**config.mk**
```make
export PLATFORM = sky130hd
export DESIGN_NAME = mult_seq_flat
export DESIGN_NICKNAME = d
export VERILOG_FILES = /design/src/rtl/mult_seq_if.sv /design/src/rtl/mult_seq.sv /design/src/flat_wrapper.sv
export SDC_FILE = /design/constraint.sdc
export NUM_CORES = 1
export LEC_CHECK = 0
export CAP_MARGIN = 20
export CELL_PAD_IN_SITES_DETAIL_PLACEMENT = 1
export CELL_PAD_IN_SITES_GLOBAL_PLACEMENT = 1
export CORE_MARGIN = 4
export CORE_UTILIZATION = 40
export DETAILED_ROUTE_END_ITERATION = 8
export GPL_ROUTABILITY_DRIVEN = 0
export PLACE_DENSITY_LB_ADDON = 0.1
export REMOVE_ABC_BUFFERS = 1
export SLEW_MARGIN = 40
export SYNTH_ARGS = -nofsm -noshare
export SYNTH_HDL_FRONTEND = slang
export SYNTH_SLANG_ARGS = --single-unit
```
**constraint.sdc**
```tcl
create_clock -name clk -period 2.48 [get_ports clk]
set_input_delay 0.744 -clock clk [delete_from_list [all_inputs] [get_ports clk]]
set_output_delay 0.744 -clock clk [all_outputs]
set_load 0.01 [all_outputs]
```
**src/rtl/mult_seq_if.sv**
```systemverilog
// rtl/mult_seq_if.sv - start/done handshake bundle for the sequential multiplier
interface mult_seq_if #(
  parameter int WIDTH = 8
) ();
  logic               start;
  logic [WIDTH-1:0]   num1;
  logic [WIDTH-1:0]   num2;
  logic               busy;
  logic               done;
  logic [2*WIDTH-1:0] result;

  modport master (output start, num1, num2, input busy, done, result);
  modport slave  (input start, num1, num2, output busy, done, result);
endinterface

```
**src/rtl/mult_seq.sv**
```systemverilog
// rtl/mult_seq.sv - WIDTH-cycle shift-add multiplier with start/done handshake
// Define MULT_SIGNED_EN for two's complement operands and result.
module mult_seq #(
  parameter int WIDTH = 8
) (
  input  logic       clk,
  input  logic       rst,
  mult_seq_if.slave  bus
);

  localparam int CW = (WIDTH > 1) ? $clog2(WIDTH) : 1;

  typedef enum logic [1:0] {IDLE, RUN, DONE} state_t;

  state_t             state_q, state_d;
  logic [WIDTH-1:0]   mcand_q, mcand_d;
  logic [2*WIDTH-1:0] prod_q, prod_d;
  logic [CW-1:0]      count_q, count_d;
  logic [2*WIDTH-1:0] result_q, result_d;

  logic               last;
  logic [WIDTH:0]     sum;
  logic [2*WIDTH-1:0] prod_shift;

  // prod_q holds {accumulator, remaining multiplier bits}; one bit retires per RUN edge
  always_comb begin
    last = (count_q == CW'(WIDTH - 1));
`ifdef MULT_SIGNED_EN
    sum = {prod_q[2*WIDTH-1], prod_q[2*WIDTH-1:WIDTH]};
    if (prod_q[0]) begin
      // multiplier MSB carries negative weight, so the last partial product is subtracted
      if (last)
        sum = sum - {mcand_q[WIDTH-1], mcand_q};
      else
        sum = sum + {mcand_q[WIDTH-1], mcand_q};
    end
`else
    sum = {1'b0, prod_q[2*WIDTH-1:WIDTH]};
    if (prod_q[0])
      sum = sum + {1'b0, mcand_q};
`endif
    prod_shift = {sum, prod_q[WIDTH-1:1]};
  end

  always_comb begin
    state_d  = state_q;
    mcand_d  = mcand_q;
    prod_d   = prod_q;
    count_d  = count_q;
    result_d = result_q;
    case (state_q)
      IDLE: begin
        if (bus.start) begin
          state_d = RUN;
          mcand_d = bus.num1;
          prod_d  = {{WIDTH{1'b0}}, bus.num2};
          count_d = '0;
        end
      end
      RUN: begin
        prod_d = prod_shift;
        if (last) begin
          state_d  = DONE;
          result_d = prod_shift;
          count_d  = '0;
        end else begin
          count_d = count_q + CW'(1);
        end
      end
      DONE: state_d = IDLE;
      default: state_d = IDLE;
    endcase
  end

  always_ff @(posedge clk or posedge rst) begin
    if (rst) begin
      state_q  <= IDLE;
      mcand_q  <= '0;
      prod_q   <= '0;
      count_q  <= '0;
      result_q <= '0;
    end else begin
      state_q  <= state_d;
      mcand_q  <= mcand_d;
      prod_q   <= prod_d;
      count_q  <= count_d;
      result_q <= result_d;
    end
  end

  assign bus.busy   = (state_q != IDLE);
  assign bus.done   = (state_q == DONE);
  assign bus.result = result_q;

endmodule

```
**src/flat_wrapper.sv**
```systemverilog
// flat-port wrapper written by rule: the top's interface ports become plain ports
module mult_seq_flat 
#(
  parameter int WIDTH = 8
)
  (clk, rst, bus_start, bus_num1, bus_num2, bus_busy, bus_done, bus_result);
  mult_seq_if #(.WIDTH(WIDTH)) bus_i ();
  input  logic clk;
  input  logic rst;
  input wire logic [$bits(bus_i.start)-1:0] bus_start;
  input wire logic [$bits(bus_i.num1)-1:0] bus_num1;
  input wire logic [$bits(bus_i.num2)-1:0] bus_num2;
  output wire logic [$bits(bus_i.busy)-1:0] bus_busy;
  output wire logic [$bits(bus_i.done)-1:0] bus_done;
  output wire logic [$bits(bus_i.result)-1:0] bus_result;
  assign bus_i.start = bus_start;
  assign bus_i.num1 = bus_num1;
  assign bus_i.num2 = bus_num2;
  assign bus_busy = bus_i.busy;
  assign bus_done = bus_i.done;
  assign bus_result = bus_i.result;
  mult_seq #(.WIDTH(WIDTH)) u_core (.clk(clk), .rst(rst), .bus(bus_i));
endmodule
```
**Zoomed window**

Bar = 10 microns. Window x 8 to 33, y 8 to 33 microns. Cells in grey, sequential cells in the stronger grey; small squares are vias.
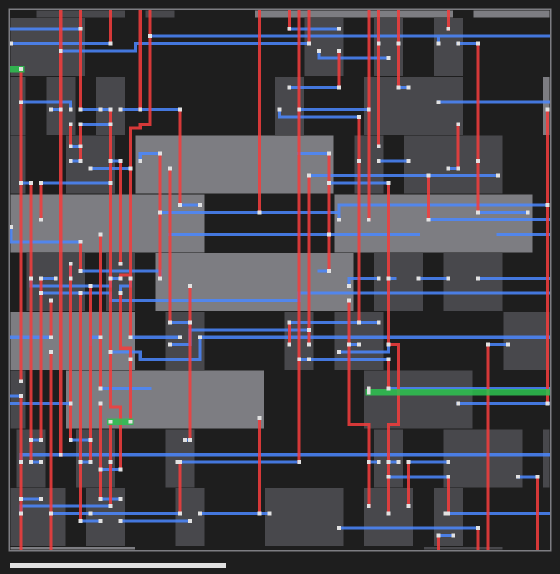
- metal 2: red
- metal 3: green
- metal 1: blue
- most frequent: nand2_1 (9), dfrtp_1 (6), clkdlybuf4s50_1 (4)
- sequential cells in the window: 6
- netlist names of flops here include: `u_core.prod_q` (2), `u_core.state_q` (2)
- cells with their middle in the window: 37

**Port wiring**

Bar = 20 microns.
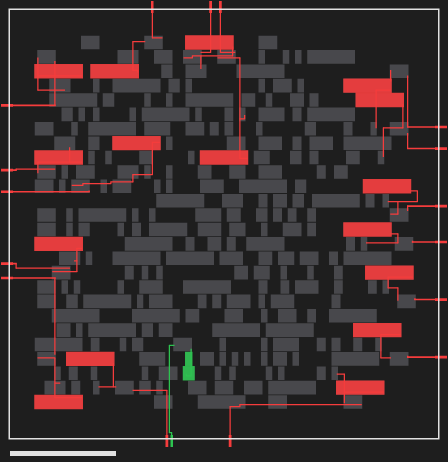
- `bus_start`: green (direction input; edge south; end cells 2; buffers 1; wire 24.9 microns)
- `bus_result`: red (direction output; edge 6 east, 5 west, 3 north, 2 south; end cells 16; buffers 16; wire 412 microns)

**Sequential cells coloured by netlist name**

Bar = 20 microns.
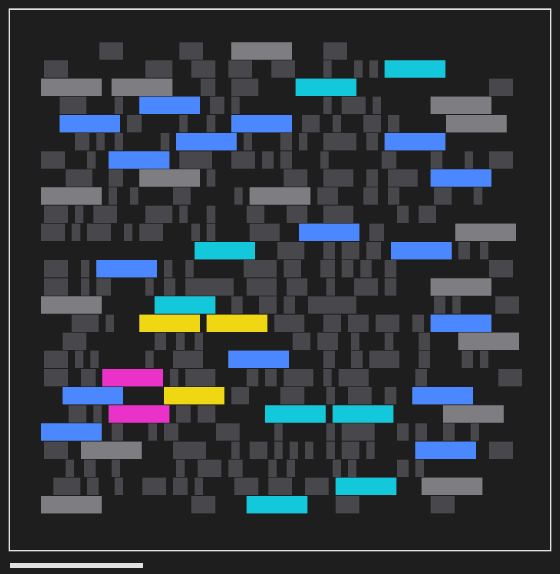
- `u_core.prod_q`: blue (placed flops 16)
- `u_core.state_q`: magenta (placed flops 2)
- `u_core.mcand_q`: cyan (placed flops 8)
- `u_core.count_q`: yellow (placed flops 3)
- not coloured: 16

**Track usage over the die**

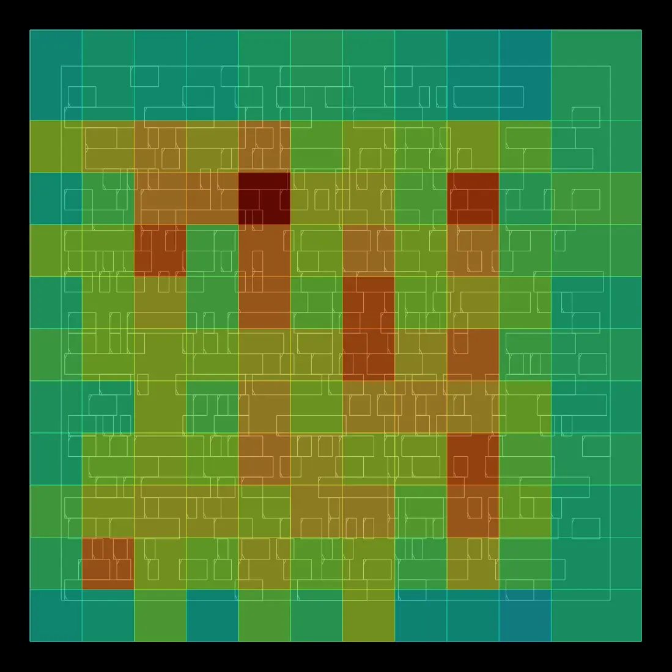
met2 GRT Util: 28.8%
aggregate global-route resource usage: 17.7%
routing usage on met1: 23.1%
GR met3 Demand/Resource: 4.66%
most crowded layer after global routing: met2

## per-stage QoR
stage / total power, mW / worst slack [ns] / instance area (sq um) / hold WS [ns] / instances
after floorplan: 2.48 / 0.456 / 2080 / 0.450 / 206
after global placement: 3.12 / 0.397 / 2600 / 0.460 / 319
after detailed placement: 3.20 / 0.343 / 2600 / 0.471 / 319
after CTS: 3.66 / 0.293 / 2680 / 0.489 / 327
after global routing: 3.98 / 0.183 / 2680 / 0.504 / 327
final: 3.60 / 0.317 / 2680 / 0.482 / 327
## critical path, stage by stage (launching register included)
cell	delay [ns]
dfrtp_1	0.41
nor2_1	0.18
inv_1	0.06
clkdlybuf4s50_1	0.47
## sequential cells by signal, indices dropped and copies added (netlist names)
signal             cells
u_core.bus.result     16
u_core.prod_q         16
u_core.mcand_q         8
u_core.count_q         3
u_core.state_q         2
## synthesized netlist by cell type, drive strengths merged
master  number  share of area, %
a21oi        4              0.94
dfrtp       45                53
mux2i        5               2.4
inv          3              0.53
buf          6               1.2
nor2b        3              0.88
a31oi        9               2.6
nand2       57                10
a211oi       1              0.59
clkbuf       5              0.88
fa           1              0.94
o31ai        3               1.1
a31o         1              0.41
a21o         3               1.1
o211ai       1              0.35
ha          10               5.9
nand4        1              0.29
nor2         8               1.4
and3         1              0.35
nand2b       1              0.29
nand3       11               2.6
xnor2        2              0.82
and2b        1              0.35
mux2         7               3.7
a221o        1              0.53
xor2         2              0.82
and2         1              0.29
o21ai       22               5.2
or3          2              0.65
## cells by family after synthesis
kind of cell,count (synthesis),synth area share [%]
mux,12,6.06
xor+xnor,4,1.65
compound gates,45,12.8
fa+ha+maj,11,6.82
simple gates,86,17.2
buf+inv,14,2.65
flops,45,52.9
==> summary.txt <==
Here are the numbers from the latest Yosys + OpenROAD run.

The chip area is about 0.0066 sq mm. After detailed routing, the wire length on met1 is ~2300 microns. Entering global routing, the biggest net connects 38 pins. The normalized max-slew margin is 62.7%. The per-instance average area after synthesis is 9.81 sq um. The die boundary height is 80.9 microns. The start point of the critical path is u_core.state_q[0]. The tally of OpenROAD warnings is 25. The clock insertion delay at the later pin of the skew report is 0.30 ns.

The run finished with clean final reports. The area of the mapped netlist came out at around 0.0021 sq mm. The actual transition at the worst max-transition pin is 0.560 ns. The layout report lists the non-clock buffer share of cell area as between 10% and 20%. The final critical path time including I/O delays and setup is 2.16 ns. The inserted tap cell count came out at 70. Setup repair after global routing left no endpoint under its margin. The warning count from the yosys run came out at 0. The number of antenna-violating nets in the routed design is 0. The remaining routing DRC violations is 0. Per the OpenROAD floorplan log, the width of the die is 80.9 microns. The worst hold-check path type is flip-flop to flip-flop. The deepest level of the CTS H-tree came out at 2. The part of the power in combinational logic is 49.7%. The layout has about 43 buffers outside the clock class. The total of cells resized after clock tree synthesis came out at 0.

For this run the detailed placement stage logged an HPWL of between 3000 and 4000 microns. The post-route setup TNS came out at 0 ns. The number of standard cells after synthesis is 217. The initial core utilization came out at 41.4%. The final worst-path cycle share came out at 87.2%.

The end of the worst register-to-register path is u_core.bus.result[13]. The largest clock skew in the final design is 0.00451 ns. The final wirelength came out at 4970 microns. The top metal layer carrying routed signals is met4. The maximum vdd drop is 622 uV. The final-layout clock-cell area share came out at 2.99%. The clock share of power came out at 12.5%.

The number of antenna diodes came out at 0. The final cell utilization of the core is 52.1%. Per the finish-stage timing summary, setup violations number 0.

The I/O pin count came out at 37. The total number of vias is 1686. The top contributor to total power is combinational cells.

Leaving out fill and tap cells, the most frequent cells in the layout are 57 x nand2_1, 45 x dfrtp_1, 36 x clkdlybuf4s50_1. The number of core rows is 26. The cell count listed in synth_stat.txt came out at 217.

The worst reg2reg path depth is 7. The combined area of the multi-input logic cells came out at 946 sq um. The number of clock sinks came out at around 45. The power drawn by the clock network came out at ~450 uW.

The total setup buffers inserted after CTS is 0. The endpoint type of the worst setup path is an output pin. Per the final timing report, the hold violations number 0. The hold path depth came out at 2. The total clock buffers created by CTS is 5. The end of the worst hold path is u_core.bus.result[11]. The switching power came out at roughly 1.4 mW. The number of buffers inserted for hold repair after clock tree synthesis came out at 0. The number of inverters outside the clock class in the layout came out at 3.

The clock buffer count is 8. Max-cap violations in this run came to 0. The multi-input logic cell count is 158. The largest fanout on the critical path came out at 4.

The fraction of final layout cells with drive strength greater than 1 came out at under 10%. The length of routed met2 wiring came out at 2400 microns. The per-cell via count in the routed design came out at 5.16. The initial antenna violation count is 0. The chip area line in the Yosys stat output reads 0.00213 sq mm.

The first-pass iteration count of the detailed router is 4. The first global-routing pass estimated 8820 microns of wire. Per the detail_route report, routed wire per instance is 15.2 microns. Clock tree synthesis selected as its root buffer the cell clkbuf_8. According to the finish report, the design has a final net count of between 200 and 300. The power density over the cells is 1350 mW/mm^2. The final sequential cell count came out at 45. The distinct cell type count of the synthesized netlist is 31. Per the final report, max-transition violations number 0. The flip-flop and latch power is 1.36 mW.

The OpenROAD report gives the critical path a required time of 1.74 ns. The reg-to-reg setup timing slack came out at approximately 0.34 ns. Summed over all combinational cells, the power is 1.79 mW. TritonCTS built the clock tree. The startpoint type of the worst setup path is a flip-flop. The clock passes through at most 2 buffers. The number of I/O port buffers is 36. In this run the most critical hold path is launched from u_core.bus.result[11]. Registers take around 0.0011 sq mm. Looking at the setup timing report, the critical path kind is flip-flop to output pin. The via count of the first global-routing pass came out at 1835. Detailed-route iteration 0 reported a violation count of 87. Data arrives at the worst endpoint at 1.42 ns.

The number of fill cells came out at 610. The endpoint of the worst setup timing path is bus_busy. The placeable core area came out at 0.00514 sq mm.

Among all cell classes, the greatest summed area belongs to sequential cells. The layout overhead on the synthesized area is 25.7%. The leftover overflow at the end of global routing came out at 0. The launching point of the worst reg2reg path is u_core.prod_q[8]. The fmax is 0.462 GHz. The logic gate fraction of the total cell area came out at 35.3%. By instance count after routing, the leading logic cell type is nand2_1. The fraction of standard cell area that is sequential is about 42%.

The total length of routed met3 wires is 198 microns. The register share after synthesis is 52.9%. The script extracted a total leakage power of 1.24 nW. Internal power comes to 2.16 mW. The power share of the sequential group is approximately 38%. The net switching share of the total power came out at 40.0%. The clock-pin slew on the worst setup and hold paths came out at 0.08 ns.

The register bit count reported by yosys came out at 45.
Power is estimated from default activity; no workload was simulated.
